===== src/rtl/lsu_axi_resp_bridge.sv =====
// rtl/lsu_axi_resp_bridge.sv - single-beat AXI4 master servicing one LSU load/store at a time
module lsu_axi_resp_bridge #(
  parameter int ADDR_W = 64,
  parameter int DATA_W = 64
) (
  input  logic                clk,
  input  logic                rst,
  input  logic                re,
  input  logic                we,
  input  logic                core_ready,
  input  logic [ADDR_W-1:0]   data_pc,
  input  logic [DATA_W-1:0]   data_o,
  input  logic [7:0]          wlen,
  input  logic [2:0]          data_size,
  output logic [DATA_W-1:0]   data_temp,
  output logic                data_valid,
  output logic                bus_err,
  output logic [ADDR_W-1:0]   axi_araddr,
  output logic                axi_arvalid,
  output logic [2:0]          axi_arsize,
  input  logic                axi_arready,
  input  logic [DATA_W-1:0]   axi_rdata,
  input  logic [1:0]          axi_rresp,
  input  logic                axi_rvalid,
  output logic                axi_rready,
  output logic [ADDR_W-1:0]   axi_awaddr,
  output logic                axi_awvalid,
  output logic [2:0]          axi_awsize,
  input  logic                axi_awready,
  output logic [DATA_W-1:0]   axi_wdata,
  output logic [DATA_W/8-1:0] axi_wstrb,
  output logic                axi_wvalid,
  input  logic                axi_wready,
  input  logic [1:0]          axi_bresp,
  input  logic                axi_bvalid,
  output logic                axi_bready
);
  localparam int STRB_W = DATA_W / 8;

  typedef enum logic [2:0] {IDLE, RADDR, RDATA, WREQ, WRESP, DONE, HOLD} state_t;

  state_t            state, state_nxt;
  logic [ADDR_W-1:0] addr_q;
  logic [DATA_W-1:0] wdata_q;
  logic [STRB_W-1:0] strb_q;
  logic [2:0]        size_q;
  logic              aw_done, w_done;
  logic              accept, r_hs, aw_hs, w_hs, b_hs;

  assign accept = (state == IDLE) && (re || we) && core_ready;
  assign r_hs   = axi_rvalid && axi_rready;
  assign aw_hs  = axi_awvalid && axi_awready;
  assign w_hs   = axi_wvalid && axi_wready;
  assign b_hs   = axi_bvalid && axi_bready;

  // Every bus-facing field comes from the request latch, never from the live LSU inputs.
  assign axi_araddr = addr_q;
  assign axi_awaddr = addr_q;
  assign axi_arsize = size_q;
  assign axi_awsize = size_q;
  assign axi_wdata  = wdata_q;
  assign axi_wstrb  = strb_q;

  always_ff @(posedge clk or negedge rst) begin
    if (!rst) begin
      state     <= IDLE;
      addr_q    <= '0;
      wdata_q   <= '0;
      strb_q    <= '0;
      size_q    <= 3'd0;
      aw_done   <= 1'b0;
      w_done    <= 1'b0;
      data_temp <= '0;
      bus_err   <= 1'b0;
    end else begin
      state <= state_nxt;
      if (accept) begin
        addr_q  <= data_pc;
        wdata_q <= data_o;
        strb_q  <= STRB_W'(wlen);
        size_q  <= (data_size == 3'd0) ? 3'd3 : data_size - 3'd3;
        aw_done <= 1'b0;
        w_done  <= 1'b0;
      end else begin
        if (aw_hs) aw_done <= 1'b1;
        if (w_hs)  w_done  <= 1'b1;
      end
      if (r_hs) begin
        data_temp <= axi_rdata;
        if (axi_rresp != 2'b00) bus_err <= 1'b1;
      end
      if (b_hs && (axi_bresp != 2'b00)) bus_err <= 1'b1;
    end
  end

  always_comb begin
    state_nxt   = state;
    axi_arvalid = 1'b0;
    axi_rready  = 1'b0;
    axi_awvalid = 1'b0;
    axi_wvalid  = 1'b0;
    axi_bready  = 1'b0;
    data_valid  = 1'b1;
    case (state)
      IDLE:  if (accept) state_nxt = re ? RADDR : WREQ;  // a read wins over a simultaneous store
      RADDR: begin
        axi_arvalid = 1'b1;
        if (axi_arready) state_nxt = RDATA;
      end
      RDATA: begin
        axi_rready = 1'b1;
        if (axi_rvalid) state_nxt = DONE;
      end
      WREQ: begin
        // AW and W retire independently; either may complete first or both together.
        axi_awvalid = !aw_done;
        axi_wvalid  = !w_done;
        if ((aw_done || aw_hs) && (w_done || w_hs)) state_nxt = WRESP;
      end
      WRESP: begin
        axi_bready = 1'b1;
        if (axi_bvalid) state_nxt = DONE;
      end
      DONE: begin
        data_valid = 1'b0;
        state_nxt  = HOLD;
      end
      HOLD:    if (core_ready) state_nxt = IDLE;
      default: state_nxt = IDLE;
    endcase
  end
endmodule


===== config.mk =====
export PLATFORM = sky130hd
export DESIGN_NAME = lsu_axi_resp_bridge
export DESIGN_NICKNAME = d
export VERILOG_FILES = /design/src/rtl/lsu_axi_resp_bridge.sv
export SDC_FILE = /design/constraint.sdc
export NUM_CORES = 1
export LEC_CHECK = 0
export CAP_MARGIN = 0
export CELL_PAD_IN_SITES_DETAIL_PLACEMENT = 1
export CELL_PAD_IN_SITES_GLOBAL_PLACEMENT = 1
export CORE_AREA = 2 2 194 196
export DETAILED_ROUTE_END_ITERATION = 10
export DIE_AREA = 0 0 196 198
export PLACE_DENSITY = 0.7
export SYNTH_ARGS = -nofsm -noshare
export SYNTH_HDL_FRONTEND = slang
export SYNTH_SLANG_ARGS = --single-unit
export TNS_END_PERCENT = 20

===== constraint.sdc =====
create_clock -name clk -period 2.3 [get_ports clk]
set_input_delay 0.23 -clock clk [delete_from_list [all_inputs] [get_ports clk]]
set_output_delay 0.23 -clock clk [all_outputs]
set_load 0.01 [all_outputs]

==> changes_impl.md, run 1 <==
### Implementation results

- Status: finished clean
- Mapped Avg Cell Area: 15.4 µm²
- # clk buffers: 34
- Distinct lib cells: 32
- Leading cell kind: non-clock buffers
- IO Port Bufs: 493
- Detailed Place HPWL: 21900 µm
- Post-CTS Resized: 6
- R2R Setup Slk: 0.46 ns
- Clock Latency Late Sink: 0.53 ns
- CTS Hold Bufs: 1
- Final worst-path cycle share: 93.5%
- Routed len/inst: 18.7 µm
- Antenna diodes: 1
- Post-DRT Antenna Nets: 0
- Inverters: 5
- CTS H-tree depth: 1
- Main logic family: multiplexers
- Crit path cell chain: nor3b_2 > clkdlybuf4s50_1
- Logic area: 0.00261 mm²
- Pre-CTS setup slack: 0.137 ns
- First-pass GRT wire length: 42600 µm
- Clock-cell share: 6.98%
- Number of warnings in the stage logs: 27
- CP Capture Type: output pin
- Initial antenna violation count: 1
- Xor+xnor area frac: 0%
- PnR worst setup slack: 0.149 ns
- Register share after synthesis: 61.1%
- GR Util met3: 6.15%
- Total clock sinks: 209
- F_max: 465 MHz
- Layout cells sized above 1: 27.4%
- Min Hold Slack: 0.273 ns
- Cell area power density: 1460 mW/mm²
- Family with the most delay on the worst path: buffers and inverters
- Cell area after synthesis: 0.00855 mm²
- Top Usage Layer GRT: met2
- Final setup fails: 0
- Tap cells: 474
- Largest stage delay on the critical path: 0.61 ns
- CTS buffer count: 26
- Clock Pin Slew Worst Setup and Hold Paths: 0.06 ns
- Sequential share of cell area: 35.5%
- CTS root buffer: clkbuf_16
- Multi-input combinational area share: 17.7%
- WP buf/inv: 1
- 1st-iter DRT viols: 83
- Floorplan Utilization: 23.1%
- Yosys warns: 0
- RSZ-0062 raised after global routing: no
- Fin Clk Skew: 0.00707 ns
- Postcts setup bufs: 0
- Placed cell areas: 0.0137 mm²
- Largest net degree at the start of global routing: 65
- Top Layout Cells: clkdlybuf4s50_1 (490), dfrtp_1 (207), mux2_2 (202), clkbuf_16 (27), buf_4 (18)
- Final tally of hold violations: 0
run 1: sequential cells by signal, summed over array words and instances (netlist names):
name        cells
w_done          1
data_temp      64
state           3
aw_done         1
axi_wstrb       8
bus_err         1
axi_araddr     64
axi_arsize      3
axi_wdata      64
run 1: final timing paths:
check / from / endpoint / cells past startpoint
hold / removal: rst / data_temp[22] / 2
max in group asynchronous: rst / axi_wdata[13] / 3
setup / recovery: state[1] / axi_bready / 2
min in group clk: data_o[28] / axi_wdata[28] / 2
hold reg to reg: bus_err / bus_err / 1
setup reg to reg: state[1] / axi_araddr[46] / 4
run 1: cell usage after synthesis, drive strengths merged:
library cell / number / area, µm²
a21oi: 1 / 5.00
o21ai: 2 / 10.0
nor3: 1 / 5.00
nor4bb: 1 / 10.0
o22ai: 1 / 6.26
nor2b: 2 / 12.5
o221ai: 1 / 8.76
mux2i: 2 / 20.0
clkbuf: 1 / 3.75
nand2: 4 / 15.0
ha: 2 / 25.0
mux2: 202 / 2270
a211oi: 1 / 7.51
nand3: 2 / 10.0
dfrtp: 209 / 5230
and4bb: 1 / 12.5
nor3b: 1 / 7.51
nand2b: 5 / 31.3
and3: 1 / 6.26
nor4: 1 / 21.3
nor2: 5 / 18.8
a21o: 2 / 15.0
buf: 91 / 706
or3: 2 / 12.5
a22o: 2 / 17.5
a31oi: 2 / 12.5
a2bb2oi: 1 / 8.76
nand3b: 1 / 7.51
o211ai: 2 / 15.0
inv: 5 / 18.8
run 1: power by group:
group | leakage (µW) | total (µW) | internal (µW) | switching, µW
Combinational | 0.00300 | 9810 | 6290 | 3520
Sequential | 0.00249 | 6900 | 5570 | 1340
Clock | 0.000504 | 4800 | 3190 | 1610
run 1: layer usage:
metal	routed length, µm	share of wire (%)
met5	0	0
met4	707	2.5
met3	3130	11
met2	14500	52
met1	9740	35
### Wire density map, run 1

39 x 40 tiles, from dark purple (low) to yellow (high), scaled to the fullest tile. Values are wire area over tile area, all layers added.
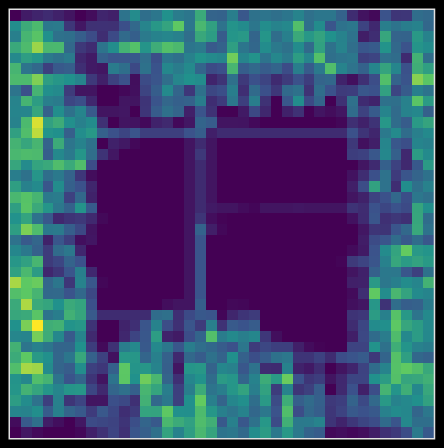
nearly empty tiles: 24%
emptiest ninth of the die: centre
tiles over half the peak: 16%

### Where the registers sit, run 1

Scale bar: 50 µm. Other sequential cells in the stronger grey, the rest of the logic in the fainter grey.
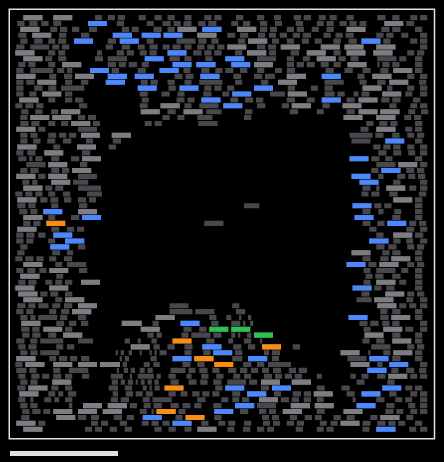
| colour | signal | sequential cells |
|---|---|---|
| blue | `axi_wdata` | 64 |
| orange | `axi_wstrb` | 8 |
| green | `axi_arsize` | 3 |

### Wiring by layer, run 1

Two of the layers only.
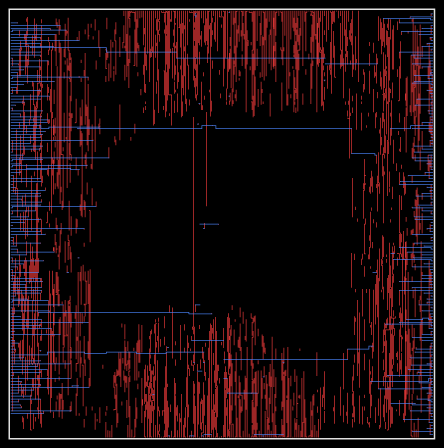
| colour | layer | wire length |
|---|---|---|
| blue | metal 3 | 3130 µm |
| red | metal 2 | 14500 µm |

==> run 2, diff against run 1 <==
--- a/config.mk
+++ b/config.mk
@@ -12,6 +12,7 @@
 export DETAILED_ROUTE_END_ITERATION = 10
 export DIE_AREA = 0 0 196 198
 export PLACE_DENSITY = 0.7
+export SLEW_MARGIN = 10
 export SYNTH_ARGS = -nofsm -noshare
 export SYNTH_HDL_FRONTEND = slang
 export SYNTH_SLANG_ARGS = --single-unit
### Clock routing, run 2

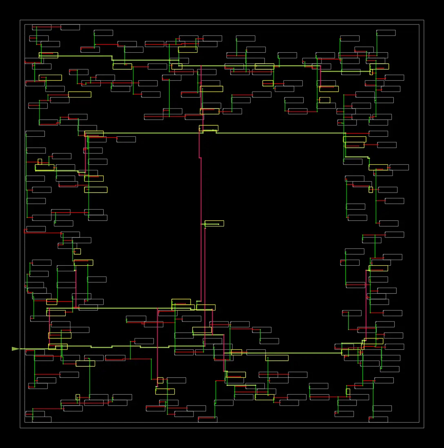
FFs & Latches: 209
Clock Latency Late Sink: 0.53 ns
# clk buffers: 34
CTS buffer count: 26

==> run 2 against run 1 <==
Die size stayed put. Cell count stayed put. Hold slack stayed put. Final area stayed put. Critical path type unchanged. Largest cell class unchanged.
==> changes_impl.md, run 2 <==
### Implementation results

- Largest net degree at the start of global routing: 65 (unchanged)
- Nature of the critical path startpoint: register
- Top Layout Cells: clkdlybuf4s50_1 (490), dfrtp_1 (207), mux2_2 (202), clkbuf_16 (27), buf_4 (18)
- Family with the most delay on the worst path: buffers and inverters
- Yosys top cell by area: dfrtp_1
- WL final: 28100 µm
- Syn nets: 773
- Largest cells by area: dfrtp_1 (61%), mux2_2 (27%), buf_4 (6.6%), buf_6 (1.3%), nand2b_1 (0.37%)
- 1st-pass router iterations: 3
- # nets final: 1230
- Dpl cells: 1456
- Most used flip-flop cell: dfrtp_1
- Post-DRT Antenna Nets: 0 (unchanged)
- Yosys warns: 0 (unchanged)
- Die X: 196 µm
- Fin Clk Skew: 0.00707 ns (unchanged)
- CTS root buffer: clkbuf_16
- Crit path required time: 2.07 ns
- CTS tree: yes
- Final std cells w/o fill: 1506
- Cell area power density: 1460 mW/mm² (unchanged)
- Pre-CTS setup slack: 0.137 ns (unchanged)
- Ports: 494
- Flops after synth: 209
- PnR worst setup slack: 0.149 ns (unchanged)
- Post-synthesis chip area from yosys: 0.00855 mm²
- Placer's final routability congestion estimate: 0.746
- Std-Cell Rows: 71
- Tot Pwr: 21500 µW
- Maxcap violations: 0
- Synth Instances: 554
- IO Port Bufs: 493 (unchanged)
- Kind of critical path: register to output pin
- Synth top area share: 61.1% (unchanged)
- Detailed Place HPWL: 21900 µm (unchanged)
- 1st-iter DRT viols: 83 (unchanged)
- WP buf/inv: 1 (unchanged)
- CP Capture Type: output pin
- Floorplan Utilization: 23.1% (unchanged)
- Cell area after synthesis: 0.00855 mm² (unchanged)
- Core area: 0.0370 mm²
- Clock Pin Slew Worst Setup and Hold Paths: 0.06 ns (about the same)
- Final worst-path cycle share: 93.5% (unchanged)
- CP max FO: 16
- All-Layer GR Usage: 14.1%
- Largest stage delay on the critical path: 0.61 ns (about the same)
- Async set-reset flop share out of synthesis: 100% (unchanged)
- First-pass GRT wire length: 42600 µm (unchanged)
- Hold Crit Class: input port to async pin
- Leakage Power: 0.00599 µW
- Top cells by count: dfrtp_1 (209), mux2_2 (202), buf_4 (75)
- Number of global-route vias before repair: 7051
- Distinct lib cells: 32 (unchanged)
- Yosys Instances: 554
- Number of warnings in the stage logs: 27 (unchanged)
- Crit path cell chain: nor3b_2 > clkdlybuf4s50_1
- Minimum clock period: 2.15 ns
- Register share after synthesis: 61.1% (unchanged)
- Initial antenna violation count: 1 (unchanged)
- Yosys top cell by instances: dfrtp_1
- Total grt overflow: 0
- Final instance area: 0.0147 mm²
- Routed len/inst: 18.7 µm (unchanged)
- Min Hold Slack: 0.273 ns (unchanged)
- Top cell excl fill/tap: clkdlybuf4s50_1
- Layout cells sized above 1: 27.4% (unchanged)
- F_max: 465 MHz (unchanged)
- Number of enable flip-flop cells: 0 (unchanged)
- CTS H-tree depth: 1 (unchanged)
- Final tally of hold violations: 0 (unchanged)
- Crit path DAT: 1.92 ns
- Area Growth Syn to Fin: 72.4%
- Max Transition Viols Final: 0
- Total clock sinks: 209 (unchanged)
- CTS Buffer Depth: 3
- Vias/cell: 4.15
- Worst Max-Slew Pin Slew: 0.577 ns
- Mapped Avg Cell Area: 15.4 µm² (unchanged)
- RSZ-0062 raised after global routing: no
- Status: finished clean
- TNS Setup: 0 ns
- Final setup fails: 0 (unchanged)
- Vias: 6249
- Placed cell areas: 0.0137 mm² (unchanged)
### Where the registers sit, run 2

Scale bar: 50 µm. Other sequential cells in the stronger grey, the rest of the logic in the fainter grey.
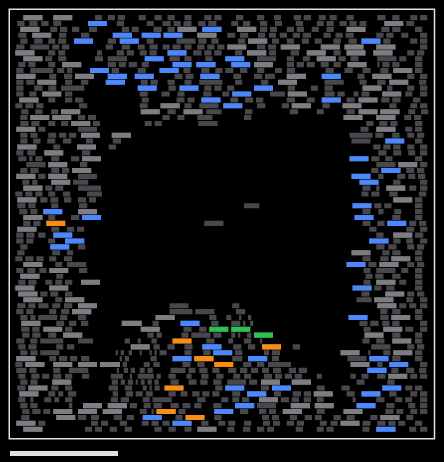
| colour | signal | sequential cells |
|---|---|---|
| green | `axi_arsize` | 3 |
| blue | `axi_wdata` | 64 |
| orange | `axi_wstrb` | 8 |
not coloured: 134

[run 2: cell counts in the layout (fill, tap and decap cells not counted)]
Identical to the previous run, type by type.
[run 2: logic make-up (layout without fill, tap and decap cells)]
group / count (synthesis) / in the layout / synth area share (%)
fa+ha+maj: 2 / 2 / 0.292
mux: 204 / 204 / 26.8
buf+inv: 97 / 574 / 8.51
simple gates: 27 / 27 / 1.99
other cells: 0 / 1 / 0
compound gates: 15 / 15 / 1.24
flops: 209 / 209 / 61.1
[run 2: final timing paths]
path                       slack (ns)  cells past startpoint              to  startpoint
hold reg to reg                  0.48                      1         bus_err     bus_err
setup reg to reg                 0.46                      4  axi_araddr[46]    state[1]
min in group clk                 0.31                      2   axi_wdata[28]  data_o[28]
setup / recovery                 0.15                      2      axi_bready    state[1]
hold / removal                   0.27                      2   data_temp[22]         rst
max in group asynchronous        1.29                      3   axi_wdata[13]         rst
[run 2: metal layers]
metal	up-vias	GRT usage, %	share of wire [%]
li1	2779	-	-
met1	3096	14.7	35
met2	330	25.6	52
met3	44	6.15	11
met4	0	4.66	2.5
met5	-	0	0
[run 2: layout make-up]
cell class,instances,area [µm²],area share (%)
multi-input cells,248,2610,17.7
repair buffers,521,5260,35.7
clock inverters,14,277,1.88
flip-flops and latches,209,5230,35.5
diodes,1,2.50,0.0170
well taps,474,593,4.02
clock buffers,34,752,5.10
inverters,5,18.8,0.127
[run 2: timing repair]
| item | in CTS | in global routing |
|---|---|---|
| hold endpoints to repair | 58 | 0 |
| setup buffers | 0 | 0 |
| hold buffers | 1 | 0 |
| gates resized | 6 | 0 |
| endpoints found under the setup margin | 3 | 0 |
[run 2: where the power goes]
group	switching, µW	total, µW	internal [µW]	leakage (µW)
Sequential	1340	6900	5570	0.00249
Clock	1610	4800	3190	0.000504
Combinational	3520	9810	6290	0.00300
### Wire density map, run 2

39 x 40 tiles, from dark purple (low) to yellow (high), scaled to the fullest tile. Values are wire area over tile area, all layers added.
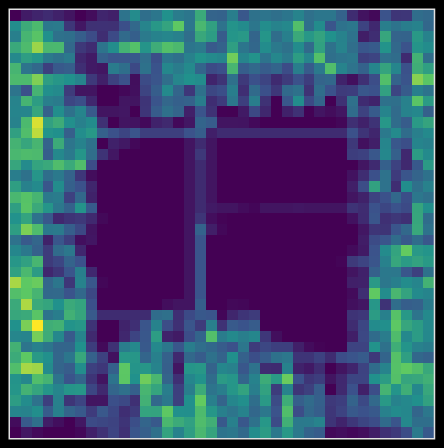

==> run 3, diff against run 2 <==
--- a/config.mk
+++ b/config.mk
@@ -8,10 +8,10 @@
 export CAP_MARGIN = 0
 export CELL_PAD_IN_SITES_DETAIL_PLACEMENT = 1
 export CELL_PAD_IN_SITES_GLOBAL_PLACEMENT = 1
-export CORE_AREA = 2 2 194 196
+export CORE_AREA = 2 2 210 171
 export DETAILED_ROUTE_END_ITERATION = 10
-export DIE_AREA = 0 0 196 198
-export PLACE_DENSITY = 0.7
+export DIE_AREA = 0 0 212 173
+export PLACE_DENSITY = 0.73
 export SLEW_MARGIN = 10
 export SYNTH_ARGS = -nofsm -noshare
 export SYNTH_HDL_FRONTEND = slang
### Wire density map, run 3

21 x 17 tiles, from dark purple (low) to yellow (high), scaled to the fullest tile. Values are wire area over tile area, all layers added.
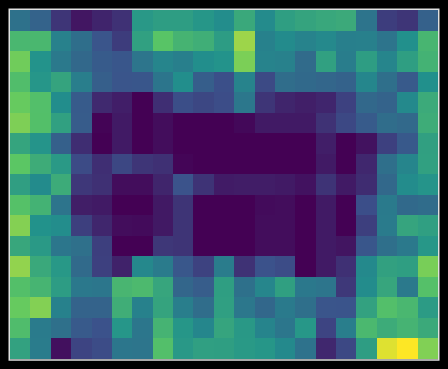
mean over tiles: 0.13
tiles over half the peak: 29%
emptiest ninth of the die: centre
fullest tile: 0.38

==> run 3 against run 2 <==
Count of clock-buffer cells in the layout decreased by 1. Critical path depth unchanged. Sequential power decreased by 1%. Non-clock buffer count decreased by 6. Largest power group unchanged.
==> changes_impl.md, run 3 <==
### Implementation results

- Status: finished clean
- Area Growth Syn to Fin: 69.1%
- Largest stage delay on the critical path: 0.59 ns (-0.02 ns)
- All-Layer GR Usage: 15.0% (+0.90 points)
- Async set-reset flop share out of synthesis: 100% (unchanged)
- Number of warnings in the stage logs: 27 (unchanged)
- CP Capture Type: output pin
- Final std cells w/o fill: 1492 (-0.93%)
- Clock share of power: 19.3% (-3.0 points)
- Total grt overflow: 0 (unchanged)
- Logic area: 0.00260 mm² (-0.34%)
- Mapped Avg Cell Area: 15.4 µm² (unchanged)
- Layout cells sized above 1: 26.2% (-1.1 points)
- Cell internal pwr: 14300 µW (-5.3%)
- RSZ-0062 raised after global routing: no
- Pre-CTS setup slack: 0.0737 ns (-0.0628 ns)
- Die X: 212 µm (+8.2%)
- Synth top area share: 61.1% (unchanged)
- Crit path cell chain: nor3b_1 > clkdlybuf4s50_1
- Vias: 6164 (-1.4%)
- Logic pwr share: 47.6% (+2.0 points)
- Nature of the critical path startpoint: register
- WL final: 28500 µm (+1.2%)
- CTS Hold Bufs: 1 (unchanged)
- Final tally of hold violations: 0 (unchanged)
- CTS root buffer: clkbuf_16
- Distinct lib cells: 32 (unchanged)
- Tot Pwr: 20700 µW (-4.0%)
- Top cells by count: dfrtp_1 (209), mux2_2 (202), buf_4 (75)
- IO Port Bufs: 493 (unchanged)
- Number of enable flip-flop cells: 0 (unchanged)
- Placer's final routability congestion estimate: 0.761 (+2.1%)
- WP buf/inv: 1 (unchanged)
- P_sw: 6400 µW (-1.1%)
- Most used flip-flop cell: dfrtp_1
- Maxcap violations: 0 (unchanged)
- Family with the most delay on the worst path: buffers and inverters
- CTS tree: yes
- Yosys Instances: 554 (unchanged)
- Hold Crit Class: input port to async pin
- Cell area power density: 1430 mW/mm² (-2.1%)
- Register share after synthesis: 61.1% (unchanged)
- Flops after synth: 209 (unchanged)
- FF+latch area: 0.00523 mm² (unchanged)
- F_max: 461 MHz (-0.86%)
- Syn nets: 773 (unchanged)
- Clock Pin Slew Worst Setup and Hold Paths: 0.06 ns (about the same)
- Clock Latency Late Sink: 0.52 ns (about the same)
- Largest cells by area: dfrtp_1 (61%), mux2_2 (27%), buf_4 (6.6%), buf_6 (1.3%), nand2b_1 (0.37%)
- Postcts setup bufs: 2 (+2)
- Cell area after synthesis: 0.00855 mm² (unchanged)
- Ports: 494 (unchanged)
- 1st-pass router iterations: 4 (+1)
- Switching part of the total: 31.0% (+0.91 points)
- Minimum clock period: 2.17 ns (+0.0186 ns)
- Yosys top cell by area: dfrtp_1
- Worst Max-Slew Pin Slew: 0.553 ns (-0.0244 ns)
- Yosys top cell by instances: dfrtp_1
### Local utilization, run 3

Scale bar: 50 µm. 21 x 17 tiles, from dark purple (low) to yellow (high), 0 to 100% covered.
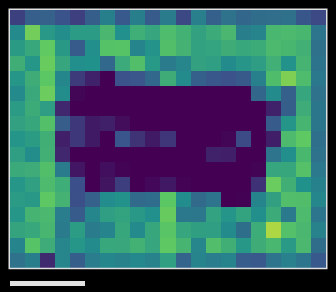
fullest tile: 88%
nearly empty tiles: 20%
emptiest ninth of the die: centre
mean over tiles: 38%

## run 3: cell counts after synthesis
No cell type changed its count.
## run 3: final timing paths
| path | end | slack, ns | startpoint | depth (start not counted) |
|---|---|---|---|---|
| max reg2reg | axi_araddr[17] | 0.31 | state[0] | 6 |
| min reg2reg | bus_err | 0.47 | bus_err | 1 |
| max in group asynchronous | axi_wdata[17] | 1.32 | rst | 3 |
| min in group clk | axi_wdata[12] | 0.32 | data_o[12] | 2 |
| max | axi_bready | 0.13 | state[1] | 2 |
| min | data_temp[20] | 0.29 | rst | 2 |
## run 3: area by class of cell
type / count / area share [%]
sequential: 209 / 36.2
timing repair buffer: 515 / 36.0
multi-input combinational: 248 / 18.0
clock buffer: 33 / 4.81
tap: 472 / 4.08
clock inverter: 9 / 0.848
inverter: 5 / 0.130
antenna: 1 / 0.0173
## run 3: cells by family after synthesis
family                   synth area share (%)
AND/OR/NAND/NOR                          1.99
multiplexers                             26.8
adder cells (fa/ha/maj)                 0.292
AND-OR/OR-AND                            1.24
flip-flops                               61.1
buffers and inverters                    8.51
## run 3: per-layer routing
| metal | part of all wire (%) | up-vias | global-route usage [%] |
|---|---|---|---|
| met1 | 38 | 3068 | 16.8 |
| met3 | 11 | 41 | 6.41 |
| li1 | - | 2755 | - |
| met4 | 2.4 | 0 | 3.93 |
| met2 | 49 | 300 | 26.1 |
| met5 | 0 | - | 0 |
## run 3: power groups by stage
stage | registers [µW] | logic (µW) | clock network, µW
floorplan | 7480 | 3760 | 0
global placement | 6830 | 9690 | 0
detailed placement | 6950 | 9880 | 0
CTS | 6890 | 9990 | 4140
global route | 7120 | 10400 | 4290
finish | 6830 | 9840 | 3980
Power and IR drop assume default switching activity.
